==> images/pins.png <==
(4 px per um) Pins as bars across the die edge, other pins in gray.
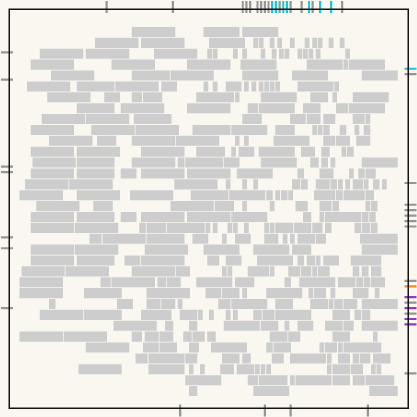
==> images/met4.png <==
(4 px per um) Supply wires on this layer in gray.
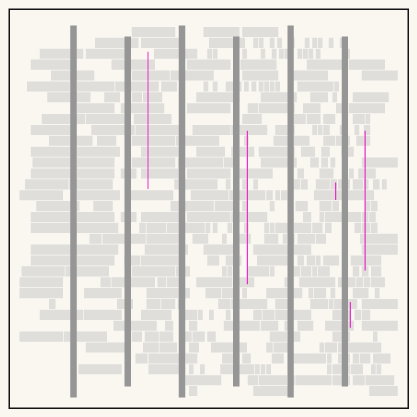
==> config.mk <==
export PLATFORM = sky130hd
export DESIGN_NAME = spi_txn_sequencer_flat
export DESIGN_NICKNAME = d
export VERILOG_FILES = /design/src/rtl/spi_pkg.sv /design/src/rtl/spi_txn_sequencer_if.sv /design/src/rtl/spi_byte_fifo.sv /design/src/rtl/spi_txn_sequencer.sv /design/src/flat_wrapper.sv
export SDC_FILE = /design/constraint.sdc
export NUM_CORES = 1
export LEC_CHECK = 0
export CAP_MARGIN = 5
export CORE_MARGIN = 2
export CORE_UTILIZATION = 55
export DETAILED_ROUTE_END_ITERATION = 6
export DONT_BUFFER_PORTS = 1
export GPL_ROUTABILITY_DRIVEN = 0
export GPL_TIMING_DRIVEN = 0
export PLACE_DENSITY = 0.68
export SLEW_MARGIN = 20
export SYNTH_ARGS = -nofsm -noshare
export SYNTH_HDL_FRONTEND = slang
export SYNTH_HIERARCHICAL = 1
export SYNTH_SLANG_ARGS = --single-unit
==> constraint.sdc <==
create_clock -name i_Clk -period 3.62 [get_ports i_Clk]
set_clock_uncertainty 0.05 [all_clocks]
set_input_delay 0.724 -clock i_Clk [delete_from_list [all_inputs] [get_ports i_Clk]]
set_output_delay 0.724 -clock i_Clk [all_outputs]
set_load 0.005 [all_outputs]
==> impl_metrics.ini <==
; synthesis and place-and-route metrics
[clock_network]
clock-sinks = 108
clock.latency.late_pin_ps = 360
htree_levels = 3
path_clk_slew_ps = 110
cts-resized-gates = 1
cts_tree = done

[yosys]
synthSimpleGateAreaFrac_pct = 11.1
syn_area_per_cell_sq_um = 13.9
yosysTopAreaCellShare_pct = 38.4
synthArstFlopShare_pct = 40.7
adder_share_pct = 5.81
yosys-top-cells-count = edfxtp_1, nand2_1, dfrtp_1
mux_area_share_pct = 11.7
ys_chip_area_sq_mm = 0.00500
ys_types = 55
yosys_warnings = 6
ys.flops = 108
aoi_share_pct = 6.06
ys_seq_share_pct = 60.5
syn-num-nets = 407
edf_count = 64
area_leaders = edfxtp_1, dfrtp_1, mux4_1
synth.most_common_cell = edfxtp_1
synth_xor_xnor_area_share_pct = 1.75

[global_route]
groute.usage.overall_pct = 19.7
use_met2_pct = 33.1
met1_usage_pct = 25.4
grt-ovfl-total = 0
first_global_vias = 2887
grt_pass1_wl_um = 14800

[critical_path]
critical-path-max-stage-delay_ps = 760
r2r_setup_slack_ps = 210
worstPathMaxFanout = 13
rr_worst_depth = 9
worstPathCellList = inv_1, ha_1, nor3b_2, nor2_1, nand3_1, clkinvlp_4, nor2b_1, nor2_2, nor3_2
endpoint_kind = register

[placed_design]
numPlacedInstances = 471

[die]
chipArea_sq_mm = 0.00987
top_level_ports = 49
fp-utilization_pct = 57.1

[power_and_ir_drop]
p_seq_share_pct = 44.1
p_per_area_mw_per_mm2 = 775
pwr-share-clk_pct = 17.0
p_comb_share_pct = 38.9
powerSeq_w = 0.00186
vdd_drop_max_v = 0.000335

[final_layout]
fin_cells = 488
lay_top_count = edfxtp_1
largest_reg_flops = 64
fillers = 681
syn2layout_area_growth_pct = 8.78

[drt]
drcViolationCount = 0
top_layer_used = met4
wl_per_cell_um = 18.8
met2RoutedLength_um = 4590
dr.pass1.iters = 4
drt-met1-wl_um = 3950
detail-route-antenna-nets = 0
via_per_inst = 5.77

[timing]
rsz0062_at_grt = false
setup_viol = 0
finalMaxSlewViolations = 0
finalSetupTns_ps = 0
hold_violations = 0
period_used_pct = 94.3

[job]
warnings = 30
max_cap_violations = 0

[hold_path]
hp-class = in -> async

[run_status]
status = finished clean
-- pins.png (at the start) --
[orange] bus_o_Err | pins: 1 | direction: output | edge: right
[purple] bus_i_Len | pins: 4 | direction: input | edge: right
[cyan] bus_o_Rd_Byte | pins: 8 | direction: output | edge: 7 top, 1 right
all pins by edge: 21 top, 17 right, 7 left, 4 bottom
PortBufs: 0
Die H: 99.3 um
Die Width: 99.3 um

-- met4.png (at the start) --
main direction: vertical
wire length on this layer: 117 um
nets with wire on the layer: 5
share of all routed wire: 1.3%
Vias: 2815
DRT Wirelength: 9160 um

[stage by stage]
stage	cell area, sq um	hold slack, ps	utilization (%)	total power [W]
finish	5440	131	62.1	0.00422
detailed placement	5200	380	59.4	0.00351
floorplan	5000	378	-	0.00310
global route	5440	99.2	62.1	0.00453
CTS	5420	109	61.9	0.00425
global placement	5130	380	58.6	0.00343
[area by class of cell]
class | count | area [sq um] | share of cell area, %
buffer | 9 | 62.6 | 1.15
clock buffer | 9 | 124 | 2.28
clock inverter | 7 | 72.6 | 1.33
inverter | 25 | 97.6 | 1.79
multi-input combinational | 217 | 1880 | 34.5
sequential | 108 | 3030 | 55.6
tap | 108 | 135 | 2.48
timing repair buffer | 5 | 45.0 | 0.828
Power and IR drop assume default switching activity.
